### config.mk
export PLATFORM = sky130hd
export DESIGN_NAME = seg7_scan_decoder
export DESIGN_NICKNAME = d
export VERILOG_FILES = /design/src/rtl/seg7_pkg.sv /design/src/rtl/seg7_pattern_decode.sv /design/src/rtl/seg7_scan_decoder.sv
export SDC_FILE = /design/constraint.sdc
export NUM_CORES = 1
export LEC_CHECK = 0
export ABC_CLOCK_PERIOD_IN_PS = 2750
export CAP_MARGIN = 10
export CORE_ASPECT_RATIO = 2
export CORE_MARGIN = 2
export CORE_UTILIZATION = 52
export DETAILED_ROUTE_END_ITERATION = 8
export GPL_ROUTABILITY_DRIVEN = 0
export PLACE_DENSITY = 0.74
export SYNTH_ARGS = -nofsm -noshare
export SYNTH_HDL_FRONTEND = slang
export SYNTH_SLANG_ARGS = --single-unit
export TNS_END_PERCENT = 30
### constraint.sdc
create_clock -name clk -period 2.75 [get_ports clk]
set_input_delay 0.6875 -clock clk [delete_from_list [all_inputs] [get_ports clk]]
set_output_delay 0.6875 -clock clk [all_outputs]
set_load 0.03 [all_outputs]
### src/rtl/seg7_pkg.sv
// rtl/seg7_pkg.sv - digit codes, segment patterns and FSM states for the 7-segment scan decoder
package seg7_pkg;

  // Digit codes beyond 0..9
  localparam logic [3:0] CODE_E     = 4'd10;
  localparam logic [3:0] CODE_R     = 4'd11;
  localparam logic [3:0] CODE_BLANK = 4'd14;
  localparam logic [3:0] CODE_BAD   = 4'd15;

  // Active-low segment patterns, bit6=g .. bit0=a
  localparam logic [6:0] SEG_0     = 7'b1000000;
  localparam logic [6:0] SEG_1     = 7'b1111001;
  localparam logic [6:0] SEG_2     = 7'b0100100;
  localparam logic [6:0] SEG_3     = 7'b0110000;
  localparam logic [6:0] SEG_4     = 7'b0011001;
  localparam logic [6:0] SEG_5     = 7'b0010010;
  localparam logic [6:0] SEG_6     = 7'b0000010;
  localparam logic [6:0] SEG_7     = 7'b1111000;
  localparam logic [6:0] SEG_8     = 7'b0000000;
  localparam logic [6:0] SEG_9     = 7'b0010000;
  localparam logic [6:0] SEG_E     = 7'b0000110;
  localparam logic [6:0] SEG_R     = 7'b0101111;
  localparam logic [6:0] SEG_BLANK = 7'b1111111;

  typedef enum logic [1:0] {
    ST_IDLE  = 2'd0,
    ST_CHECK = 2'd1,
    ST_CONV  = 2'd2
  } state_t;

endpackage

### src/rtl/seg7_pattern_decode.sv
// rtl/seg7_pattern_decode.sv - combinational active-low segment pattern to digit code
module seg7_pattern_decode
  import seg7_pkg::*;
(
  input  logic [6:0] seg,
  output logic [3:0] code
);

  // Map each known glyph to its code; anything else is unknown
  always_comb begin
    code = CODE_BAD;
    case (seg)
      SEG_0:     code = 4'd0;
      SEG_1:     code = 4'd1;
      SEG_2:     code = 4'd2;
      SEG_3:     code = 4'd3;
      SEG_4:     code = 4'd4;
      SEG_5:     code = 4'd5;
      SEG_6:     code = 4'd6;
      SEG_7:     code = 4'd7;
      SEG_8:     code = 4'd8;
      SEG_9:     code = 4'd9;
      SEG_E:     code = CODE_E;
      SEG_R:     code = CODE_R;
      SEG_BLANK: code = CODE_BLANK;
      default:   code = CODE_BAD;
    endcase
  end

endmodule

### src/rtl/seg7_scan_decoder.sv
// rtl/seg7_scan_decoder.sv - rebuilds a 4-digit scanned display value; optional SEG7_SCAN_TIMEOUT_EN adds stale detection
module seg7_scan_decoder
  import seg7_pkg::*;
#(
  parameter int unsigned SETTLE_CYCLES  = 16,
  parameter int unsigned TIMEOUT_CYCLES = 1 << 20
) (
  input  logic        clk,
  input  logic        reset,
  input  logic [6:0]  seg,
  input  logic [3:0]  an,
  output logic [13:0] value,
  output logic        value_valid,
  output logic        err_shown,
  output logic        frame_error,
  output logic        stale
);

  logic [6:0]       seg_q;
  logic [3:0]       an_q;
  logic [7:0]       stable_cnt;
  logic [3:0]       code;
  logic [1:0]       cap_idx;
  logic             cap_ok;
  logic             capture;
  logic [3:0][3:0]  slot;
  logic [3:0]       seen;
  logic             frame_done;
  logic             timeout_hit;
  logic [3:0][3:0]  snap;
  logic [1:0]       conv_idx;
  logic [13:0]      acc;
  logic [13:0]      acc_next;
  logic             snap_is_err;
  logic             snap_has_bad;
  state_t           state, state_next;
  logic             load_snap, show_err, flag_bad, conv_step, conv_last;

  // Register the bus once and count how long it has held unchanged
  always_ff @(posedge clk) begin
    if (reset) begin
      seg_q      <= '1;
      an_q       <= '1;
      stable_cnt <= '0;
    end else begin
      seg_q <= seg;
      an_q  <= an;
      if ({seg, an} != {seg_q, an_q}) stable_cnt <= '0;
      else if (stable_cnt != 8'hFF)   stable_cnt <= stable_cnt + 8'd1;
    end
  end

  seg7_pattern_decode u_decode (
    .seg  (seg_q),
    .code (code)
  );

  // Only a single low anode identifies a digit position
  always_comb begin
    cap_ok  = 1'b1;
    cap_idx = 2'd0;
    case (an_q)
      4'b1110: cap_idx = 2'd0;
      4'b1101: cap_idx = 2'd1;
      4'b1011: cap_idx = 2'd2;
      4'b0111: cap_idx = 2'd3;
      default: cap_ok  = 1'b0;
    endcase
  end

  assign capture    = cap_ok && (stable_cnt == 8'(SETTLE_CYCLES - 1));
  assign frame_done = (seen == 4'b1111);

  // Slot capture; a capture in the frame-complete cycle starts the next frame
  always_ff @(posedge clk) begin
    if (reset) begin
      seen <= '0;
      slot <= '0;
    end else begin
      seen <= ((frame_done || timeout_hit) ? 4'b0000 : seen) |
              (capture ? (4'b0001 << cap_idx) : 4'b0000);
      if (capture) slot[cap_idx] <= code;
    end
  end

`ifdef SEG7_SCAN_TIMEOUT_EN
  localparam int TW = $clog2(TIMEOUT_CYCLES);
  logic [TW-1:0] idle_cnt;

  assign timeout_hit = (idle_cnt == TW'(TIMEOUT_CYCLES - 1));

  // Watchdog on frame completion; expiry flags stale and drops the partial frame
  always_ff @(posedge clk) begin
    if (reset) begin
      idle_cnt <= '0;
      stale    <= 1'b0;
    end else if (frame_done) begin
      idle_cnt <= '0;
      stale    <= 1'b0;
    end else if (timeout_hit) begin
      idle_cnt <= '0;
      stale    <= 1'b1;
    end else begin
      idle_cnt <= idle_cnt + TW'(1);
    end
  end
`else
  logic [31:0] unused_timeout;
  assign unused_timeout = TIMEOUT_CYCLES;
  assign timeout_hit    = 1'b0;
  assign stale          = 1'b0;
`endif

  assign snap_is_err  = (snap == {CODE_E, CODE_R, CODE_R, CODE_BLANK});
  assign snap_has_bad = (snap[3] > 4'd9) || (snap[2] > 4'd9) ||
                        (snap[1] > 4'd9) || (snap[0] > 4'd9);
  assign acc_next     = acc * 14'd10 + {10'd0, snap[conv_idx]};

  // FSM state register
  always_ff @(posedge clk) begin
    if (reset) state <= ST_IDLE;
    else       state <= state_next;
  end

  // Next state and datapath controls; frames completing while busy are dropped
  always_comb begin
    state_next = state;
    load_snap  = 1'b0;
    show_err   = 1'b0;
    flag_bad   = 1'b0;
    conv_step  = 1'b0;
    conv_last  = 1'b0;
    case (state)
      ST_IDLE: begin
        if (frame_done) begin
          load_snap  = 1'b1;
          state_next = ST_CHECK;
        end
      end
      ST_CHECK: begin
        if (snap_is_err) begin
          show_err   = 1'b1;
          state_next = ST_IDLE;
        end else if (snap_has_bad) begin
          flag_bad   = 1'b1;
          state_next = ST_IDLE;
        end else begin
          state_next = ST_CONV;
        end
      end
      ST_CONV: begin
        conv_step = 1'b1;
        if (conv_idx == 2'd0) begin
          conv_last  = 1'b1;
          state_next = ST_IDLE;
        end
      end
      default: state_next = ST_IDLE;
    endcase
  end

  // Snapshot, BCD-to-binary accumulation (most significant digit first) and outputs
  always_ff @(posedge clk) begin
    if (reset) begin
      snap        <= '0;
      conv_idx    <= 2'd3;
      acc         <= '0;
      value       <= '0;
      value_valid <= 1'b0;
      err_shown   <= 1'b0;
      frame_error <= 1'b0;
    end else begin
      value_valid <= 1'b0;
      frame_error <= flag_bad;
      if (load_snap) begin
        snap     <= slot;
        acc      <= '0;
        conv_idx <= 2'd3;
      end
      if (show_err) err_shown <= 1'b1;
      if (conv_step) begin
        acc      <= acc_next;
        conv_idx <= conv_idx - 2'd1;
      end
      if (conv_last) begin
        value       <= acc_next;
        value_valid <= 1'b1;
        err_shown   <= 1'b0;
      end
    end
  end

endmodule

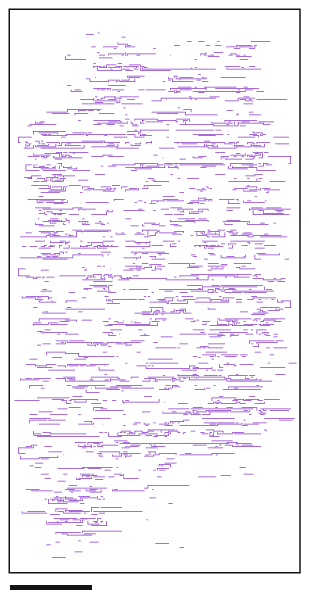
**Above:** run 1 (metal 1).
Scale bar: 20 um.
- wire length on this layer: 3830 um
- share of all routed wire: 34%

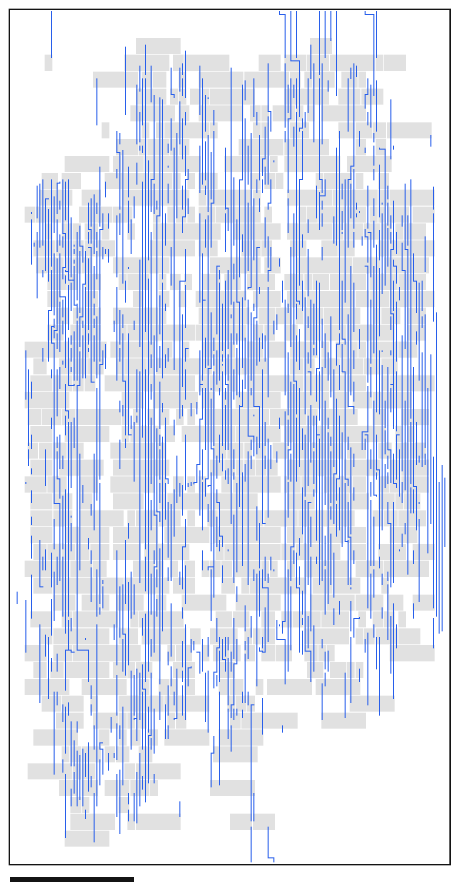
**Above:** run 1 (signal wires on met2).
Scale bar: 20 um.
- nets with wire on the layer: 525
- longest straight run: 63.2 um
- wire length on this layer: 6460 um

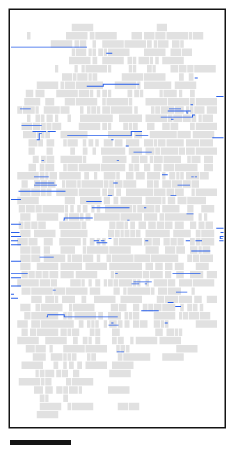
**Above:** run 1 (the metal 3 layer).
Scale bar: 20 um.
- longest straight run: 24.8 um
- nets with wire on the layer: 52
- wire length on this layer: 324 um

==> results.py, run 1 <==
# Auto-generated metrics
metrics = {
    "yosys": {
        "ys_seq_elements": 89,
        "muxShareOfSynthArea_pct": 5.62,
        "synth_cell_types": 63,
        "simple_gate_area_share_pct": 25.8,
        "aoi_share_pct": 13.4,
        "syn_area_per_cell_sq_um": 8.72,
        "synth-edff-count": 0,
        "logic_family": "simple AND/OR/NAND/NOR gates",
        "ys_sh_adder_pct": 7.32,
        "syn_inst": 533,
        "ys_warn_count": 0,
        "yosys-stat-area_sq_um": 4650,
        "synth_nets": 572,
        "postSynthSeqShare_pct": 38.3,
        "yosys_cells": 533,
        "ff_type": "dfxtp_1",
        "synth_async_sr_flop_share_pct": 0,
    },
    "floorplanning": {
        "die_area_sq_um": 9760,
        "fp_util_pct": 53.8,
        "std_cell_rows": 48,
        "ios": 31,
    },
    "critical_path": {
        "worst-path-max-fanout": 3,
        "endpoint": "value[12]",
        "reg2reg_slack_ns": 0.11,
        "cp.required_ns": 3.02,
        "r2r_end": "value[12]",
        "path_class": "flop to flop",
        "r2r-start": "acc[3]",
        "crit_start": "acc[3]",
        "end_kind": "flop",
        "arrival_ns": 2.91,
    },
    "pwr": {
        "p_seq_share_pct": 46.8,
        "peakVddDrop_mv": 0.486,
        "share_clk_of_total_power_pct": 50.0,
        "power.density_nw_per_um2": 501,
        "internal-power_mw": 2.25,
        "swShare_pct": 20.1,
        "p_sw_mw": 0.566,
        "p_leak_nw": 2.19,
    },
    "detailed_routing": {
        "vias_per_cell": 5.91,
        "wl_per_cell_um": 16.6,
        "wl_mm": 11.3,
        "first_iter_violations": 209,
        "ant_nets": 0,
        "drc": 0,
    },
    "clock_tree": {
        "clk_path_buf_depth": 2,
        "cts_hold_buffers": 0,
        "cts_root_buffer": "clkbuf_16",
        "cts_max_level": 3,
        "clk_pin_slew_ns": 0.06,
        "clk_latency_ns": 0.34,
    },
    "timing": {
        "worst_slack_ns": 0.108,
        "tns_ns": 0,
        "fmaxAchievable_mhz": 378,
        "fin_skew_ns": 0.00727,
        "hold_viol_final": 0,
        "rsz0062_at_grt": "yes",
        "final_period_minus_worst_setup_slack_ns": 2.64,
        "period_used_pct": 96.1,
        "worstMarginPinSlew_ns": 0.822,
        "maxSlewViolCount": 0,
        "hold_slack_ns": 0.449,
        "finalSetupViolCount": 0,
    },
    "run_status": {
        "status": "finished clean",
    },
    "grt": {
        "grt_pass1_wl_mm": 18.4,
        "grt-ovfl-total": 0,
        "grt_max_degree": 83,
        "antenna_found_initial": 0,
        "grt_pass1_vias": 3990,
        "gr-usage-all-layers_pct": 24.3,
    },
    "finish": {
        "diodes": 0,
        "utilization_pct": 65.0,
        "fin_area_sq_um": 5620,
        "drive_gt1_share_pct": 18.2,
        "area_growth_pct": 20.9,
        "nets": 612,
        "lay_top_cells": "85 x dfxtp_1, 64 x nand2_1, 54 x nor2_1, 44 x a21oi_1, 30 x nand3_1",
        "final_cells": 678,
    },
    "flow_run": {
        "maxCapViolCount": 0,
        "warnings": 28,
    },
    "placement": {
        "dpl.cell_count": 656,
        "pre_cts_ws_ns": -0.124,
        "portBuffers": 29,
        "dp_hpwl_mm": 8.12,
        "place_area_sq_um": 5110,
    },
}
## run 1: power by group through the flow
stage	clock (mW)	sequential, mW	combinational (mW)
3_5_place_dp	0	1.35	0.0889
3_3_place_gp	0	1.35	0.0866
2_1_floorplan	0	1.33	0.0740
4_1_cts	1.43	1.32	0.0897
5_1_grt	1.48	1.32	0.0987
6_report	1.41	1.32	0.0898
## run 1: area by class of cell
| class | count | area (sq um) | share of cell area [%] |
|---|---|---|---|
| Multi-Input combinational cell | 408 | 2830 | 50.4 |
| Sequential cell | 89 | 1790 | 31.8 |
| Timing Repair Buffer | 58 | 503 | 8.95 |
| Clock buffer | 11 | 243 | 4.32 |
| Tap cell | 100 | 125 | 2.23 |
| Clock inverter | 5 | 103 | 1.82 |
| Inverter | 7 | 26.3 | 0.467 |
## run 1: per-layer routing
metal | vias to the layer above | share of wire [%] | track usage (%)
met5 | - | 0 | 0
met1 | 1883 | 34 | 21.3
met2 | 105 | 57 | 47.7
met4 | 0 | 5.9 | 16.7
met3 | 45 | 2.9 | 4.61
li1 | 1972 | - | -
## run 1: synthesized netlist by cell type (2+ instances only)
cell type | n | area (sq um)
a211oi_1 | 7 | 52.6
a211oi_2 | 2 | 25.0
a21o_1 | 5 | 37.5
a21oi_1 | 46 | 230
a31oi_1 | 7 | 43.8
and2_1 | 2 | 12.5
and3_1 | 4 | 25.0
buf_2 | 5 | 25.0
clkbuf_1 | 23 | 86.3
dfxtp_1 | 89 | 1780
fa_1 | 2 | 40.0
ha_1 | 24 | 300
inv_1 | 7 | 26.3
mux2i_1 | 16 | 160
mux4_2 | 4 | 90.1
nand2_1 | 64 | 240
nand2b_1 | 4 | 25.0
nand3_1 | 30 | 150
nand3_2 | 2 | 20.0
nand3b_1 | 4 | 30.0
nand4_1 | 8 | 50.1
nand4b_1 | 2 | 17.5
nand4bb_1 | 2 | 22.5
nor2_1 | 55 | 206
nor2b_1 | 5 | 31.3
nor3_1 | 14 | 70.1
nor3b_2 | 2 | 25.0
nor4_1 | 5 | 31.3
nor4_2 | 2 | 25.0
o211ai_1 | 2 | 15.0
o21a_1 | 2 | 15.0
o21ai_0 | 10 | 50.1
o31ai_2 | 2 | 25.0
or2_2 | 13 | 81.3
or3_1 | 3 | 18.8
or4_1 | 2 | 15.0
xnor2_1 | 14 | 123
xor2_1 | 18 | 158
## run 1: how the worst min path moves through the flow
| stage | start | endpoint | slack [ns] | cells past startpoint |
|---|---|---|---|---|
| final | slot[14] | snap[14] | 0.45 | 2 |
| after global routing | slot[14] | snap[14] | 0.46 | 2 |
| after CTS | slot[14] | snap[14] | 0.45 | 2 |
| after detailed placement | slot[14] | snap[14] | 0.44 | 2 |
| after global placement | slot[6] | snap[6] | 0.44 | 2 |
| after floorplan | slot[12] | snap[12] | 0.43 | 2 |
## run 1: worst max-delay path: stages (launching register included)
cell      delay (ns)
dfxtp_2         0.34
ha_4            0.23
ha_2            0.18
fa_2            0.34
a21o_1          0.22
a21oi_1         0.24
xnor2_2         0.19
nand4_1         0.26
o31ai_2         0.29
nand3b_1        0.12
a21oi_2         0.16
==> inputs of run 2 (changes only) <==
--- a/config.mk
+++ b/config.mk
@@ -13,6 +13,7 @@
 export DETAILED_ROUTE_END_ITERATION = 8
 export GPL_ROUTABILITY_DRIVEN = 0
 export PLACE_DENSITY = 0.74
+export SLEW_MARGIN = 20
 export SYNTH_ARGS = -nofsm -noshare
 export SYNTH_HDL_FRONTEND = slang
 export SYNTH_SLANG_ARGS = --single-unit
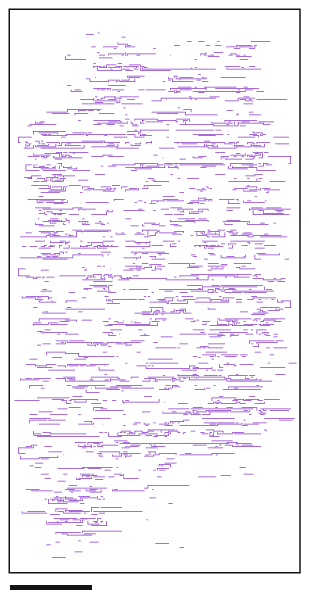
**Above:** run 2 (metal 1).
Scale bar: 20 um.
- share of all routed wire: 34%
- nets with wire on the layer: 564
- main direction: horizontal
- wire length on this layer: 3830 um

==> run 2 against run 1 <==
  * Global-route usage stayed put
  * Synthesized cell count stayed put
  * Wire length stayed put
  * Die size stayed put
  * Power stayed put
  * First-iteration DRC count stayed put
  * Sequential power hardly changed
  * Sequential share of layout area stayed put
  * Non-clock buffer count stayed put
  * Register-to-register slack hardly changed
  * Flip-flop count stayed put
  * Largest cell class unchanged
  * Highest routed layer unchanged
==> results.py, run 2 <==
# Auto-generated metrics
metrics = {
    "timing": {
        "period_used_pct": 96.1,
        "hold_viol_final": 0,
        "fmaxAchievable_mhz": 378,
        "finalSetupViolCount": 0,
        "worstMarginPinSlew_ns": 0.822,
        "rsz0062_at_grt": "yes",
        "tns_ns": 0,
        "worst_slack_ns": 0.108,
    },
    "floorplanning": {
        "fp_util_pct": 53.8,
        "die_area_sq_um": 9760,
        "ios": 31,
        "std_cell_rows": 48,
    },
    "yosys": {
        "topCellsByArea": "dfxtp_1 38%, ha_1 6.5%, nand2_1 5.2%",
        "ys_seq_elements": 89,
        "synth_top_area_share_pct": 38.3,
        "syn_area_per_cell_sq_um": 8.72,
        "yosys-stat-area_sq_um": 4650,
        "ys_warn_count": 0,
        "yosys_cells": 533,
        "synth_nets": 572,
        "yosys.cell_count.top_type": "dfxtp_1",
        "synth_async_sr_flop_share_pct": 0,
        "synth.top_cells.by_count": "89 x dfxtp_1, 64 x nand2_1, 55 x nor2_1",
        "ff_type": "dfxtp_1",
        "syn_inst": 533,
        "postSynthSeqShare_pct": 38.3,
        "synth_cell_types": 63,
        "synth-edff-count": 0,
    },
    "critical_path": {
        "crit_buf_inv": 0,
        "worst-path-max-fanout": 3,
        "endpoint": "value[12]",
        "r2r-start": "acc[3]",
        "crit_cells": 10,
        "critical-path-top-delay-family": "AND-OR/OR-AND gates",
        "slowest_stage": "dfxtp_2",
        "cp_cell_sequence": "ha_4 > ha_2 > fa_2 > a21o_1 > a21oi_1 > xnor2_2 > nand4_1 > o31ai_2 > nand3b_1 > a21oi_2",
        "max_stage_delay_ns": 0.34,
        "end_kind": "flop",
        "r2r_end": "value[12]",
        "arrival_ns": 2.91,
    },
    "clock_tree": {
        "cts_hold_buffers": 0,
        "cts_max_level": 3,
        "cts_root_buffer": "clkbuf_16",
        "clk_latency_ns": 0.34,
    },
    "detailed_routing": {
        "wl_per_cell_um": 16.6,
        "wl_mm": 11.3,
        "vias_per_cell": 5.91,
        "drc": 0,
        "ant_nets": 0,
    },
    "grt": {
        "grt-ovfl-total": 0,
        "gr-usage-all-layers_pct": 24.3,
        "grt_pass1_wl_mm": 18.4,
        "antenna_found_initial": 0,
    },
    "pwr": {
        "peakVddDrop_mv": 0.486,
        "power.density_nw_per_um2": 501,
        "p_leak_nw": 2.19,
    },
    "run_status": {
        "status": "finished clean",
    },
    "placement": {
        "portBuffers": 29,
        "dp_hpwl_mm": 8.12,
        "pre_cts_ws_ns": -0.124,
    },
    "finish": {
        "nets": 612,
        "flop_area_sq_um": 1790,
        "mi_logic_area_sq_um": 2830,
        "drive_gt1_share_pct": 18.2,
    },
    "flow_run": {
        "maxCapViolCount": 0,
    },
}
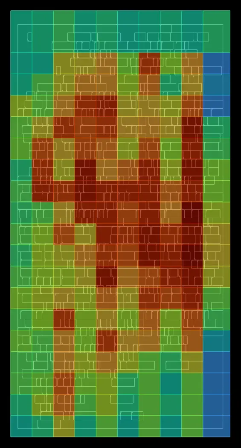
**Above:** run 2 (routing congestion).
post-layout util: 65.0%
met2 usage: 47.7%

-- run 2: cell counts after synthesis --
Identical to the previous run, type by type.
-- run 2: final cells by class --
cell class                      instances  area share (%)
Multi-Input combinational cell        408            50.4
Sequential cell                        89            31.8
Timing Repair Buffer                   58            8.95
Clock buffer                           11            4.32
Tap cell                              100            2.23
Clock inverter                          5            1.82
Inverter                                7           0.467
-- run 2: routing by layer --
metal / up-vias / global-route usage, % / routed length, um
li1: 1972 / - / -
met1: 1883 / 21.3 / 3830
met2: 105 / 47.7 / 6460
met3: 45 / 4.61 / 324
met4: 0 / 16.7 / 665
met5: - / 0 / 0
-- run 2: power by group --
part	internal, mW	switching [mW]	total [mW]
registers	1.30	0.0223	1.32
clock network	0.911	0.496	1.41
logic	0.0428	0.0470	0.0898
total	2.25	0.566	2.82
-- run 2: worst reg2reg max path, cell delays in order (launching register included) --
cell,delay [ns]
dfxtp_2,0.34
ha_4,0.23
ha_2,0.18
fa_2,0.34
a21o_1,0.22
a21oi_1,0.24
xnor2_2,0.19
nand4_1,0.26
o31ai_2,0.29
nand3b_1,0.12
a21oi_2,0.16
-- run 2: worst min path at each step --
stage	end	depth (start not counted)	startpoint	slack, ns
2_1_floorplan	snap[12]	2	slot[12]	0.43
3_3_place_gp	snap[6]	2	slot[6]	0.44
3_5_place_dp	snap[14]	2	slot[14]	0.44
4_1_cts	snap[14]	2	slot[14]	0.45
5_1_grt	snap[14]	2	slot[14]	0.46
6_report	snap[14]	2	slot[14]	0.45
-- run 2: per-stage QoR --
step	hold slack, ns	instances	cell area [sq um]
detailed placement	0.445	656	5110
finish	0.449	678	5620
global placement	0.439	656	5110
global route	0.456	678	5620
floorplan	0.431	533	4650
CTS	0.451	676	5540
-- run 2: kinds of logic (layout without fill, tap and decap cells) --
group,Yosys count,in the layout,synth area share (%)
AND/OR/NAND/NOR,231,231,25.8
buffers and inverters,36,81,3.12
other,1,1,0.0807
AND-OR/OR-AND,96,96,13.4
XOR/XNOR,33,33,6.38
flip-flops,89,89,38.3
adder cells (fa/ha/maj),26,26,7.32
multiplexers,21,21,5.62
-- run 2: repair_timing --
| action | CTS | global route |
|---|---|---|
| endpoints found under the setup margin | 7 | 10 |
| pin swaps | 7 | 5 |
| gates resized | 12 | 12 |
| buffers inserted | 4 | 2 |
**Run 2: the metal 3 layer**

Scale bar: 20 um.
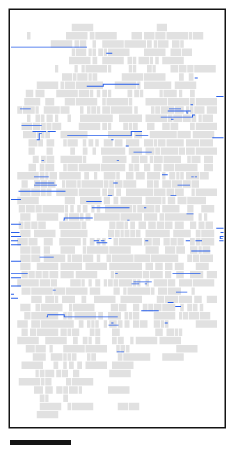

==> inputs of run 3 (changes only) <==
--- a/config.mk
+++ b/config.mk
@@ -10,8 +10,10 @@
 export CORE_ASPECT_RATIO = 2
 export CORE_MARGIN = 2
 export CORE_UTILIZATION = 52
+export CTS_BUF_LIST = sky130_fd_sc_hd__clkbuf_8
 export DETAILED_ROUTE_END_ITERATION = 8
 export GPL_ROUTABILITY_DRIVEN = 0
+export HOLD_SLACK_MARGIN = 0.02
 export PLACE_DENSITY = 0.74
 export SLEW_MARGIN = 20
 export SYNTH_ARGS = -nofsm -noshare
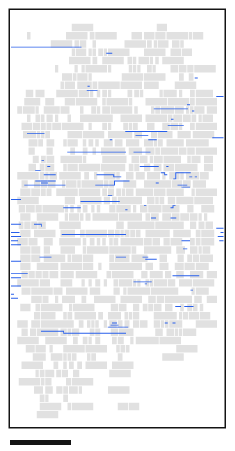
**Above:** run 3 (the metal 3 layer).
Scale bar: 20 um.
met3 Use GR: 4.97%
WL final: 11.4 mm
via count: 4032

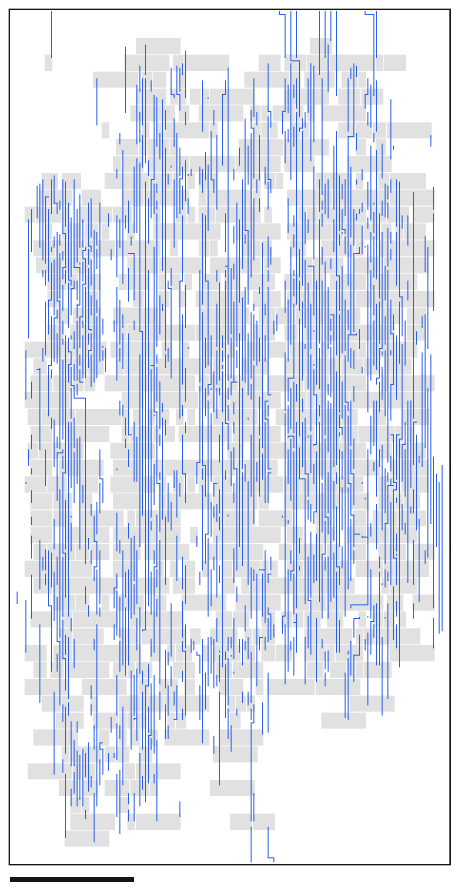
**Above:** run 3 (signal wires on met2).
Scale bar: 20 um.
- main direction: vertical
- nets with wire on the layer: 525

==> run 3 against run 2 <==
  * Combinational power decreased by 0.4%
  * Maximum frequency decreased by 1.3%
  * Clock-buffer cell count decreased by 1
  * Area after synthesis unchanged
  * Sequential power about the same
  * Final cell count increased by 0.15%
  * Largest cell class unchanged
  * Largest power group is now sequential cells
  * Highest routed layer unchanged
==> results.py, run 3 <==
# Auto-generated metrics
metrics = {
    "run_status": {
        "status": "finished clean",
    },
    "timing": {
        "tns_ns": 0,
        "worstMarginPinSlew_ns": 0.813,
        "period_used_pct": 97.3,
        "final_period_minus_worst_setup_slack_ns": 2.68,
        "hold_slack_ns": 0.455,
        "rsz0062_at_grt": "yes",
        "fmaxAchievable_mhz": 374,
        "finalSetupViolCount": 0,
        "maxSlewViolCount": 0,
        "hold_viol_final": 0,
    },
    "finish": {
        "diodes": 0,
        "nets": 613,
        "area_growth_pct": 20.5,
        "lay_top_cells": "83 x dfxtp_1, 64 x nand2_1, 55 x nor2_1, 44 x a21oi_1",
        "drive_gt1_share_pct": 19.7,
    },
    "yosys": {
        "postSynthSeqShare_pct": 38.3,
        "synth_async_sr_flop_share_pct": 0,
        "synth.top_cells.by_count": "89 x dfxtp_1, 64 x nand2_1, 55 x nor2_1",
        "syn_inst": 533,
        "ff_type": "dfxtp_1",
        "synth_cell_types": 63,
        "yosys_cells": 533,
        "ys_warn_count": 0,
        "syn_area_per_cell_sq_um": 8.72,
        "topCellsByArea": "dfxtp_1 38%, ha_1 6.5%, nand2_1 5.2%",
        "synth_area_leader_cell": "dfxtp_1",
        "synth-edff-count": 0,
        "yosys.cell_count.top_type": "dfxtp_1",
        "yosys-stat-area_sq_um": 4650,
        "synth_top_area_share_pct": 38.3,
        "ys_seq_elements": 89,
        "synth_nets": 572,
    },
    "critical_path": {
        "crit_buf_inv": 2,
        "end_kind": "flop",
        "worst-path-max-fanout": 3,
        "slowest_stage": "a221oi_4",
        "arrival_ns": 2.97,
        "cp_cell_sequence": "ha_4 > ha_4 > fa_2 > a21o_1 > a221oi_4 > buf_4 > buf_4 > xor2_2 > nor4_4 > nand3b_1 > a21oi_2",
        "path_class": "flop to flop",
        "max_stage_delay_ns": 0.36,
        "cp.required_ns": 3.05,
        "critical-path-top-delay-family": "adder cells",
    },
    "floorplanning": {
        "std_cell_rows": 48,
        "fp_util_pct": 53.8,
        "die_area_sq_um": 9760,
        "ios": 31,
    },
    "grt": {
        "grt_pass1_vias": 3971,
        "grt-ovfl-total": 0,
        "grt_max_degree": 83,
        "antenna_found_initial": 0,
        "grt_pass1_wl_mm": 18.2,
        "gr-usage-all-layers_pct": 24.0,
    },
    "pwr": {
        "power.density_nw_per_um2": 444,
        "p_leak_nw": 2.17,
    },
    "detailed_routing": {
        "vias_per_cell": 5.94,
        "first_iter_violations": 258,
        "ant_nets": 0,
        "drc": 0,
    },
    "placement": {
        "dp_hpwl_mm": 8.12,
        "portBuffers": 29,
    },
    "clock_tree": {
        "cts_max_level": 3,
        "cts_root_buffer": "clkbuf_8",
        "clk_latency_ns": 0.36,
        "clk_path_buf_depth": 2,
        "clk_pin_slew_ns": 0.09,
    },
    "flow_run": {
        "warnings": 28,
        "maxCapViolCount": 0,
    },
}
[run 3: layout make-up]
cell class | instances | area, sq um
fillers | 730 | 3050
multi-input cells | 408 | 2910
flip-flops and latches | 89 | 1790
repair buffers | 59 | 510
clock buffers | 10 | 138
well taps | 100 | 125
clock inverters | 6 | 106
inverters | 7 | 26.3
[run 3: power breakdown]
group | internal (mW) | switching [mW]
clock | 0.623 | 0.457
sequential | 1.29 | 0.0223
combinational | 0.0428 | 0.0466
[run 3: per-layer routing]
layer	GRT usage (%)	vias up	share of wire, %	routed length (um)
met4	16.2	0	6.1	693
met2	46.6	108	57	6580
li1	-	1969	-	-
met1	21.2	1910	34	3840
met3	4.97	45	2.9	335
met5	0	-	0	0
[run 3: logic make-up (layout without fill, tap and decap cells)]
group,count (synthesis),in the layout,share of synthesized area (%)
flops,89,89,38.3
fa+ha+maj,26,26,7.32
simple gates,231,231,25.8
mux,21,21,5.62
xor+xnor,33,33,6.38
compound gates,96,96,13.4
other cells,1,1,0.0807
buf+inv,36,82,3.12
[run 3: path summary, 6_finish.rpt]
kind	startpoint	endpoint	slack (ns)	depth (start not counted)
max reg2reg	acc[3]	value[12]	0.07	11
min reg2reg	slot[8]	snap[8]	0.46	2
min	slot[8]	snap[8]	0.46	2
max	acc[3]	value[12]	0.07	11
[run 3: worst register-to-register path: cells and delay by family, from the launching register on]
kind,cells,cell delay [ns]
XOR/XNOR,1,0.24
buffers and inverters,2,0.28
AND/OR/NAND/NOR,2,0.25
flip-flops,1,0.35
AND-OR/OR-AND,3,0.73
adder cells (fa/ha/maj),3,0.76
[run 3: metrics by stage]
| stage | cell area, sq um | util, % | worst slack, ns | std cells |
|---|---|---|---|---|
| 2_1_floorplan | 4650 | - | 0.0114 | 533 |
| 3_3_place_gp | 5110 | 59.1 | -0.00977 | 656 |
| 3_5_place_dp | 5110 | 59.1 | -0.124 | 656 |
| 4_1_cts | 5430 | 62.8 | -0.00936 | 676 |
| 5_1_grt | 5600 | 64.8 | -0.146 | 679 |
| 6_report | 5600 | 64.8 | 0.0729 | 679 |
[run 3: timing repair]
item | 4_1_cts | 5_1_grt
hold buffers | 0 | 0
endpoints found under the setup margin | 8 | 10
resized | 7 | 27
pin swaps | 6 | 16
buffers inserted | 4 | 3
Power figures rest on the tool's default switching activity, not on a simulated workload.
